**src/rtl/fire_ctrl_pkg.sv**
```systemverilog
// Shared types and size helpers for the fire expand convolution sequencer.
package fire_ctrl_pkg;

    typedef enum logic [1:0] {IDLE, RUN, DRAIN, DONE} seq_state_t;

    function automatic int addr_w(input int n);
        return (n > 1) ? $clog2(n) : 1;
    endfunction

    function automatic int taps_f(input int k, input int chin);
        return k * k * chin;
    endfunction

    function automatic int npix_f(input int w, input int h);
        return w * h;
    endfunction

    localparam int W_IN_DEF  = 64;
    localparam int H_IN_DEF  = 64;
    localparam int CHIN_DEF  = 16;
    localparam int K_DEF     = 3;
    localparam int TAPS      = taps_f(K_DEF, CHIN_DEF);
    localparam int NPIX      = npix_f(W_IN_DEF, H_IN_DEF);
    localparam int IFM_AW    = addr_w(NPIX * CHIN_DEF);
    localparam int W_AW      = addr_w(TAPS);
    localparam int PIX_AW    = addr_w(NPIX);

endpackage

```
**src/rtl/fire_expand_sequencer_if.sv**
```systemverilog
// Control/address bundle between the sequencer (master) and its host + MAC array (slave).
interface fire_expand_sequencer_if #(
    parameter int IFM_AW = 16,
    parameter int W_AW   = 8,
    parameter int PIX_AW = 12
);
    logic              start;
    logic              hold;
    logic [IFM_AW-1:0] ifm_addr;
    logic              pad_zero;
    logic [W_AW-1:0]   w_addr;
    logic              mac_en;
    logic              mac_clr;
    logic              ofm_sample;
    logic [PIX_AW-1:0] ofm_pix;
    logic              busy;
    logic              layer_end;

    modport master (
        input  start, hold,
        output ifm_addr, pad_zero, w_addr, mac_en, mac_clr, ofm_sample, ofm_pix, busy, layer_end
    );

    modport slave (
        output start, hold,
        input  ifm_addr, pad_zero, w_addr, mac_en, mac_clr, ofm_sample, ofm_pix, busy, layer_end
    );
endinterface

```
**src/rtl/fire_tap_counter.sv**
```systemverilog
// Cascaded ch/kx/ky/ox/oy tap walker with padding detection and ifm/weight/pixel address generation.
module fire_tap_counter
    import fire_ctrl_pkg::*;
#(
    parameter int W_IN       = 64,
    parameter int H_IN       = 64,
    parameter int CHIN       = 16,
    parameter int KERNEL_DIM = 3,
    parameter int PAD        = 1,
    parameter int IA         = addr_w(W_IN * H_IN * CHIN),
    parameter int TW         = addr_w(taps_f(KERNEL_DIM, CHIN)),
    parameter int PW         = addr_w(W_IN * H_IN)
) (
    input  logic          clk,
    input  logic          rst,
    input  logic          clear_i,
    input  logic          advance_i,
    output logic [IA-1:0] ifm_addr_o,
    output logic [TW-1:0] w_addr_o,
    output logic [PW-1:0] pix_o,
    output logic          pad_zero_o,
    output logic          first_o,
    output logic          last_o,
    output logic          layer_last_o
);
    localparam int CHW = addr_w(CHIN);
    localparam int KW  = addr_w(KERNEL_DIM);
    localparam int XW  = addr_w(W_IN);
    localparam int YW  = addr_w(H_IN);
    localparam int CW  = addr_w((W_IN > H_IN) ? W_IN : H_IN) + 2;

    localparam logic [CHW-1:0] CH_MAX = CHW'(CHIN - 1);
    localparam logic [KW-1:0]  K_MAX  = KW'(KERNEL_DIM - 1);
    localparam logic [XW-1:0]  X_MAX  = XW'(W_IN - 1);
    localparam logic [YW-1:0]  Y_MAX  = YW'(H_IN - 1);
    localparam logic signed [CW-1:0] W_LIM = CW'(W_IN);
    localparam logic signed [CW-1:0] H_LIM = CW'(H_IN);

    logic [CHW-1:0] ch_q, ch_d;
    logic [KW-1:0]  kx_q, kx_d, ky_q, ky_d;
    logic [XW-1:0]  ox_q, ox_d;
    logic [YW-1:0]  oy_q, oy_d;
    logic signed [CW-1:0] iy, ix;
    logic [IA-1:0]  lin_addr;

    always_ff @(posedge clk) begin
        if (rst || clear_i) begin
            ch_q <= '0;
            kx_q <= '0;
            ky_q <= '0;
            ox_q <= '0;
            oy_q <= '0;
        end else begin
            ch_q <= ch_d;
            kx_q <= kx_d;
            ky_q <= ky_d;
            ox_q <= ox_d;
            oy_q <= oy_d;
        end
    end

    // Innermost-first cascade; each counter wraps only when everything inside it wraps.
    always_comb begin
        ch_d = ch_q;
        kx_d = kx_q;
        ky_d = ky_q;
        ox_d = ox_q;
        oy_d = oy_q;
        if (advance_i) begin
            if (ch_q != CH_MAX) ch_d = ch_q + 1'b1;
            else begin
                ch_d = '0;
                if (kx_q != K_MAX) kx_d = kx_q + 1'b1;
                else begin
                    kx_d = '0;
                    if (ky_q != K_MAX) ky_d = ky_q + 1'b1;
                    else begin
                        ky_d = '0;
                        if (ox_q != X_MAX) ox_d = ox_q + 1'b1;
                        else begin
                            ox_d = '0;
                            oy_d = (oy_q != Y_MAX) ? oy_q + 1'b1 : '0;
                        end
                    end
                end
            end
        end
    end

    always_comb begin
        iy         = CW'(oy_q) + CW'(ky_q) - CW'(PAD);
        ix         = CW'(ox_q) + CW'(kx_q) - CW'(PAD);
        pad_zero_o = iy[CW-1] || ix[CW-1] || (iy >= H_LIM) || (ix >= W_LIM);
        lin_addr   = (IA'($unsigned(iy)) * IA'(W_IN) + IA'($unsigned(ix))) * IA'(CHIN) + IA'(ch_q);
        ifm_addr_o = pad_zero_o ? '0 : lin_addr;
        w_addr_o   = (TW'(ky_q) * TW'(KERNEL_DIM) + TW'(kx_q)) * TW'(CHIN) + TW'(ch_q);
        pix_o      = PW'(oy_q) * PW'(W_IN) + PW'(ox_q);
    end

    assign first_o      = (ch_q == '0) && (kx_q == '0) && (ky_q == '0);
    assign last_o       = (ch_q == CH_MAX) && (kx_q == K_MAX) && (ky_q == K_MAX);
    assign layer_last_o = last_o && (ox_q == X_MAX) && (oy_q == Y_MAX);

endmodule

```
**src/rtl/fire_expand_sequencer.sv**
```systemverilog
// Layer sequencer: FSM, tap issue, ROM-latency alignment of MAC strobes, and MAC-latency sample timing.
module fire_expand_sequencer
    import fire_ctrl_pkg::*;
#(
    parameter int W_IN       = 64,
    parameter int H_IN       = 64,
    parameter int CHIN       = 16,
    parameter int KERNEL_DIM = 3,
    parameter int PAD        = 1,
    parameter int ROM_LAT    = 1,
    parameter int MAC_LAT    = 2
) (
    input  logic clk,
    input  logic rst,
    fire_expand_sequencer_if.master bus
);
    localparam int NPIX_L    = npix_f(W_IN, H_IN);
    localparam int TAPS_L    = taps_f(KERNEL_DIM, CHIN);
    localparam int IA        = addr_w(NPIX_L * CHIN);
    localparam int TW        = addr_w(TAPS_L);
    localparam int PW        = addr_w(NPIX_L);
    localparam int DRAIN_LEN = ROM_LAT + MAC_LAT;
    localparam int DW        = addr_w(DRAIN_LEN + 1);

    seq_state_t     state_q, state_d;
    logic [DW-1:0]  drain_q;
    logic           run, issue, clear;
    logic           busy_d, layer_end_d;
    logic [IA-1:0]  ifm_addr;
    logic [TW-1:0]  w_addr;
    logic [PW-1:0]  pix;
    logic           pad_zero, tap_first, tap_last, layer_last;

    logic [ROM_LAT-1:0] al_vld_q, al_first_q, al_last_q;
    logic [PW-1:0]      al_pix_q [ROM_LAT];
    logic [MAC_LAT-1:0] sm_vld_q;
    logic [PW-1:0]      sm_pix_q [MAC_LAT];
    logic               mac_en;

    assign run   = (state_q == RUN);
    assign issue = run && !bus.hold;
    assign clear = bus.start && ((state_q == IDLE) || (state_q == DONE));

    fire_tap_counter #(
        .W_IN(W_IN), .H_IN(H_IN), .CHIN(CHIN), .KERNEL_DIM(KERNEL_DIM), .PAD(PAD),
        .IA(IA), .TW(TW), .PW(PW)
    ) u_taps (
        .clk         (clk),
        .rst         (rst),
        .clear_i     (clear),
        .advance_i   (issue),
        .ifm_addr_o  (ifm_addr),
        .w_addr_o    (w_addr),
        .pix_o       (pix),
        .pad_zero_o  (pad_zero),
        .first_o     (tap_first),
        .last_o      (tap_last),
        .layer_last_o(layer_last)
    );

    always_ff @(posedge clk) begin
        if (rst) begin
            state_q <= IDLE;
            drain_q <= '0;
        end else begin
            state_q <= state_d;
            drain_q <= (state_q == DRAIN) ? drain_q + 1'b1 : '0;
        end
    end

    always_comb begin
        state_d     = state_q;
        busy_d      = 1'b0;
        layer_end_d = 1'b0;
        case (state_q)
            IDLE:  if (bus.start) state_d = RUN;
            RUN: begin
                busy_d = 1'b1;
                if (issue && layer_last) state_d = DRAIN;
            end
            DRAIN: begin
                busy_d = 1'b1;
                if (drain_q == DW'(DRAIN_LEN - 1)) state_d = DONE;
            end
            DONE: begin
                layer_end_d = 1'b1;
                if (bus.start) state_d = RUN;
            end
            default: state_d = IDLE;
        endcase
    end

    // p0: issue -> aligned with registered kernel; p1: aligned last tap -> accumulator valid.
    always_ff @(posedge clk) begin
        if (rst) begin
            al_vld_q   <= '0;
            al_first_q <= '0;
            al_last_q  <= '0;
            sm_vld_q   <= '0;
            for (int i = 0; i < ROM_LAT; i++) al_pix_q[i] <= '0;
            for (int i = 0; i < MAC_LAT; i++) sm_pix_q[i] <= '0;
        end else begin
            al_vld_q[0]   <= issue;
            al_first_q[0] <= tap_first;
            al_last_q[0]  <= tap_last;
            al_pix_q[0]   <= pix;
            for (int i = 1; i < ROM_LAT; i++) begin
                al_vld_q[i]   <= al_vld_q[i-1];
                al_first_q[i] <= al_first_q[i-1];
                al_last_q[i]  <= al_last_q[i-1];
                al_pix_q[i]   <= al_pix_q[i-1];
            end
            sm_vld_q[0] <= mac_en && al_last_q[ROM_LAT-1];
            sm_pix_q[0] <= al_pix_q[ROM_LAT-1];
            for (int i = 1; i < MAC_LAT; i++) begin
                sm_vld_q[i] <= sm_vld_q[i-1];
                sm_pix_q[i] <= sm_pix_q[i-1];
            end
        end
    end

    assign mac_en         = al_vld_q[ROM_LAT-1];
    assign bus.mac_en     = mac_en;
    assign bus.mac_clr    = mac_en && al_first_q[ROM_LAT-1];
    assign bus.ofm_sample = sm_vld_q[MAC_LAT-1];
    assign bus.ofm_pix    = sm_vld_q[MAC_LAT-1] ? sm_pix_q[MAC_LAT-1] : '0;
    assign bus.ifm_addr   = run ? ifm_addr : '0;
    assign bus.w_addr     = run ? w_addr : '0;
    assign bus.pad_zero   = run && pad_zero;
    assign bus.busy       = busy_d;
    assign bus.layer_end  = layer_end_d;

endmodule

```
**src/flat_wrapper.sv**
```systemverilog
// flat-port wrapper written by rule: the top's interface ports become plain ports
module fire_expand_sequencer_flat import fire_ctrl_pkg::*;
#(
    parameter int W_IN       = 64,
    parameter int H_IN       = 64,
    parameter int CHIN       = 16,
    parameter int KERNEL_DIM = 3,
    parameter int PAD        = 1,
    parameter int ROM_LAT    = 1,
    parameter int MAC_LAT    = 2
)
  (clk, rst, bus_start, bus_hold, bus_ifm_addr, bus_pad_zero, bus_w_addr, bus_mac_en, bus_mac_clr, bus_ofm_sample, bus_ofm_pix, bus_busy, bus_layer_end);
  fire_expand_sequencer_if #(.IFM_AW(5), .W_AW(5), .PIX_AW(4)) bus_i ();
  input  logic clk;
  input  logic rst;
  input wire logic [$bits(bus_i.start)-1:0] bus_start;
  input wire logic [$bits(bus_i.hold)-1:0] bus_hold;
  output wire logic [$bits(bus_i.ifm_addr)-1:0] bus_ifm_addr;
  output wire logic [$bits(bus_i.pad_zero)-1:0] bus_pad_zero;
  output wire logic [$bits(bus_i.w_addr)-1:0] bus_w_addr;
  output wire logic [$bits(bus_i.mac_en)-1:0] bus_mac_en;
  output wire logic [$bits(bus_i.mac_clr)-1:0] bus_mac_clr;
  output wire logic [$bits(bus_i.ofm_sample)-1:0] bus_ofm_sample;
  output wire logic [$bits(bus_i.ofm_pix)-1:0] bus_ofm_pix;
  output wire logic [$bits(bus_i.busy)-1:0] bus_busy;
  output wire logic [$bits(bus_i.layer_end)-1:0] bus_layer_end;
  assign bus_i.start = bus_start;
  assign bus_i.hold = bus_hold;
  assign bus_ifm_addr = bus_i.ifm_addr;
  assign bus_pad_zero = bus_i.pad_zero;
  assign bus_w_addr = bus_i.w_addr;
  assign bus_mac_en = bus_i.mac_en;
  assign bus_mac_clr = bus_i.mac_clr;
  assign bus_ofm_sample = bus_i.ofm_sample;
  assign bus_ofm_pix = bus_i.ofm_pix;
  assign bus_busy = bus_i.busy;
  assign bus_layer_end = bus_i.layer_end;
  fire_expand_sequencer #(.W_IN(W_IN), .H_IN(H_IN), .CHIN(CHIN), .KERNEL_DIM(KERNEL_DIM), .PAD(PAD), .ROM_LAT(ROM_LAT), .MAC_LAT(MAC_LAT)) u_core (.clk(clk), .rst(rst), .bus(bus_i));
endmodule
```
**config.mk**
```make
export PLATFORM = sky130hd
export DESIGN_NAME = fire_expand_sequencer_flat
export DESIGN_NICKNAME = d
export VERILOG_FILES = /design/src/rtl/fire_ctrl_pkg.sv /design/src/rtl/fire_expand_sequencer_if.sv /design/src/rtl/fire_tap_counter.sv /design/src/rtl/fire_expand_sequencer.sv /design/src/flat_wrapper.sv
export SDC_FILE = /design/constraint.sdc
export NUM_CORES = 1
export LEC_CHECK = 0
export ABC_AREA = 1
export CELL_PAD_IN_SITES_DETAIL_PLACEMENT = 2
export CELL_PAD_IN_SITES_GLOBAL_PLACEMENT = 2
export CORE_MARGIN = 8
export CORE_UTILIZATION = 25
export DETAILED_ROUTE_END_ITERATION = 16
export PLACE_DENSITY = 0.73
export SETUP_SLACK_MARGIN = 0.2
export SYNTH_ARGS = -nofsm -noshare
export SYNTH_HDL_FRONTEND = slang
export SYNTH_SLANG_ARGS = --single-unit
export TNS_END_PERCENT = 10
```
**constraint.sdc**
```tcl
create_clock -name clk -period 1.9 [get_ports clk]
set_input_delay 0.19 -clock clk [delete_from_list [all_inputs] [get_ports clk]]
set_output_delay 0.19 -clock clk [all_outputs]
set_load 0.05 [all_outputs]
```
==> impl_metrics.ini <==
; implementation run metrics
[cells_and_area]
clock_tree_area_fraction_pct = 3.182
top_regs = u_core.sm_pix_q (8), u_core.u_taps.ox_q (6), u_core.u_taps.oy_q (6)
antennaDiodeCount = 0
fin_nets = 448
final_cell_area_sq_mm = 0.003617
fillers = 1133
layout.cells.most_common_list = inv_1, nand2_1, buf_4
sh_comb_area_pct = 41.30
signal_buffers = 70
stdcell_count = 545
largest_reg_flops = 8
inv_count = 76
num-clock-buffers = 5
comb_area_sq_mm = 0.001494
area_dominant_class = multi-input combinational cells
buffer_area_share_pct = 19.58
drive_gt1_share_pct = 33.50
largest_register = u_core.sm_pix_q
syn2layout_area_growth_pct = 48.64
logic_gate_count = 217
design.seq.count = 41
lay_top_count = inv_1

[drt]
dr_wl_met2_microns = 4428
highest_layer = met4
drt-total-wl_microns = 8090
wl_per_cell_microns = 14.84
route.layer.met1.wl_microns = 3421
dr.first_iter.drc_count = 58
via_per_inst = 4.336
final_antenna_net_count = 0
wl_met3_microns = 147
dr.pass1.iters = 4
num_vias = 2363
drcViolationCount = 0

[status]
status = finished, violations left
failed_checks = setup timing

[global_route]
grt_max_degree = 20
grtUsageMet1_pct = 14.01
grt_pass1_wl_microns = 13210
grt_pass1_vias = 2662
gr-total-overflow = 0
antenna_found_initial = 0

[clock_network]
cts.root.buffer_cell = clkbuf_8
ctsResizeCount = 36
cts_setup_buffers = 4
cts_made_buffers = 5
h-tree-depth = 2
cts_tree = built
cts_sinks = 41
cts_buffer_depth = 2
clk_pin_slew_ns = 0.10
cts_hold_buffers = 0

[floorplan]
coreArea_sq_mm = 0.009594
fp.dieH_microns = 114.7
row_count = 36
ios = 24
die_width_microns = 114.7
taps = 133
fp-utilization_pct = 25.37
die_area_sq_mm = 0.01315

[worst_setup_path]
cp-start-kind = flop
arrival_ns = 2.41
path_cells = inv_2 > ha_4 > inv_4 > ha_4 > inv_2 > fa_2 > nor2_1 > nor2_1 > nor2_1 > inv_1 > nor2_2 > nand2_4 > nor2_4 > buf_12
endpoint = bus_ifm_addr[0]
max_stage_delay_ns = 0.35
cp-startpoint = u_core.u_taps.kx_q[1]
r2r-start = u_core.u_taps.ch_q[1]
path_max_fanout = 5
path_delay_family = simple AND/OR/NAND/NOR gates
critical-path-slowest-cell = dfxtp_2
rrSetupSlack_ns = 0.27
worst-path-stages = 14
path_common_cell = nor2_1
critPathCaptureType = primary output
r2r_end = u_core.state_q[1]
critical_path_required_ns = 1.71
crit_buf_inv = 5
worstSetupPathType = reg2out
ff2ff_path_depth = 8

[placed_design]
placed_area_sq_mm = 0.003303
gp_congestion = 0.7716
place_ws_ns = -0.5320
io_buffers = 23
hpwl_microns = 6038
place_inst = 530

[synth]
ys_sh_mux_pct = 0
yosys.area.top_type = dfxtp_1
flop_cell = dfxtp_1
yosys_cells = 337
fp_nets = 374
simple_gate_share_pct = 27.35
syn_area_sq_mm = 0.002434
syn_inst = 337
synthTopCellsByArea = dfxtp_1, ha_1, inv_1
ys.flops = 41
synthArstFlopShare_pct = 0
yosysSeqAreaShare_pct = 33.73
synth_cell_types = 30
fa_ha_area_share_pct = 17.58
ys_area_sq_mm = 0.002434
synth_xor_xnor_area_share_pct = 1.440
top_cell = inv_1
ys_warn_count = 0
syn_area_per_cell_sq_um = 7.221
top_cells_by_count = inv_1, nand2_1, nor2_1
ys_sh_aoi_pct = 7.506
yosys-dominant-comb-family = simple AND/OR/NAND/NOR gates
synth-edff-count = 0
top_area_share_pct = 33.73

[sta]
hold_ws_ns = 0.4006
tightest_slew_ns = 0.5088
fin_tns_setup_ns = -4.005
slew_headroom_pct = 66.02
fmax_mhz = 385.2
period_used_pct = 136.6
rsz0062_at_grt = true
layout_setup_ws_ns = -0.6958
final_hold_viol_count = 0
finalSetupViolCount = 6
fin_crit_ns = 2.596
drv_slew = 0

[pwr]
powerComb_uw = 867
p_int_uw = 1634
vdd_drop_max_uv = 313.4
sequentialPowerShare_pct = 37.1
p_switching_uw = 938.1
power.leakage_uw = 0.001697
combPwrFrac_pct = 33.7
fin_total_pwr_uw = 2572
swShare_pct = 36.47
power_density_mw_per_mm2 = 711.2
power_leader = registers

[min_path]
worstHoldPathType = reg2reg
whs_endpoint = u_core.sm_pix_q[0][13]
hp-start = u_core.sm_pix_q[0][1]

[run]
cap_violations = 0
warnings = 46
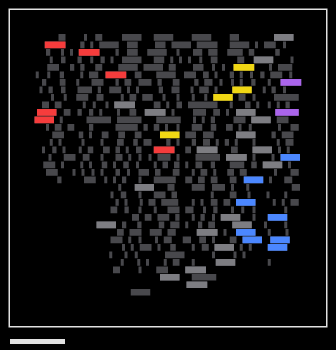
Figure 1: sequential cells grouped by signal name.
Scale bar: 20 microns.
- red: u_core.u_taps.oy_q (sequential cells 6; where north-west)
- purple: u_core.state_q (sequential cells 2)
- blue: u_core.sm_pix_q (sequential cells 8)
- yellow: u_core.u_taps.ch_q (sequential cells 4)
- not coloured: 21
Seq area share: 23.24%
storage element area: 840.8 sq um
Seq group: 954 uW

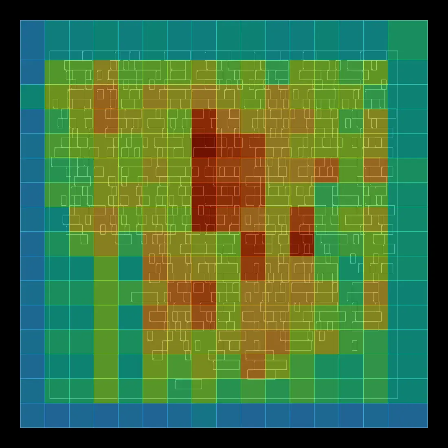
Figure 2: track usage over the die.
met2 usage: 24.58%
met3 Track Usage GR: 2.110%
GRT Max-Usage Layer: met2
Total Routing Usage GR: 12.75%
final core occ: 37.70%

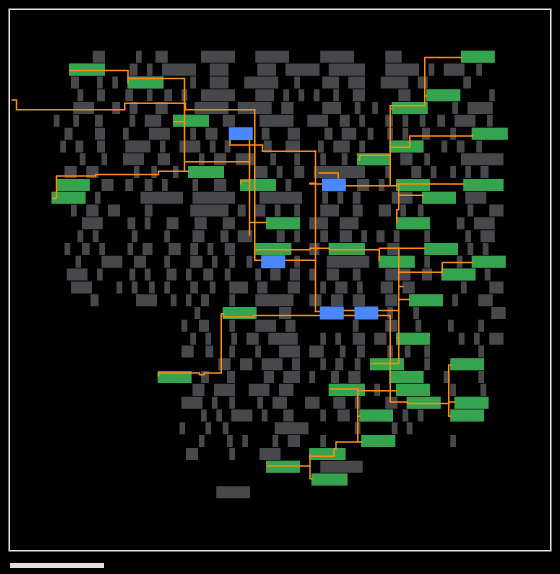
Figure 3: clock distribution.
Scale bar: 20 microns.
- blue: cells driving clock nets (count 5)
- green: flip-flops (count 41)
- orange: clock wires (length 677 microns)
- routed clock nets: 6
Clk network pwr share: 29.2%
Clock Power: 751 uW
Skew-Pair Late Insertion Delay: 0.31 ns
Worst Skew: 0.01243 ns

Power and IR drop assume default switching activity.
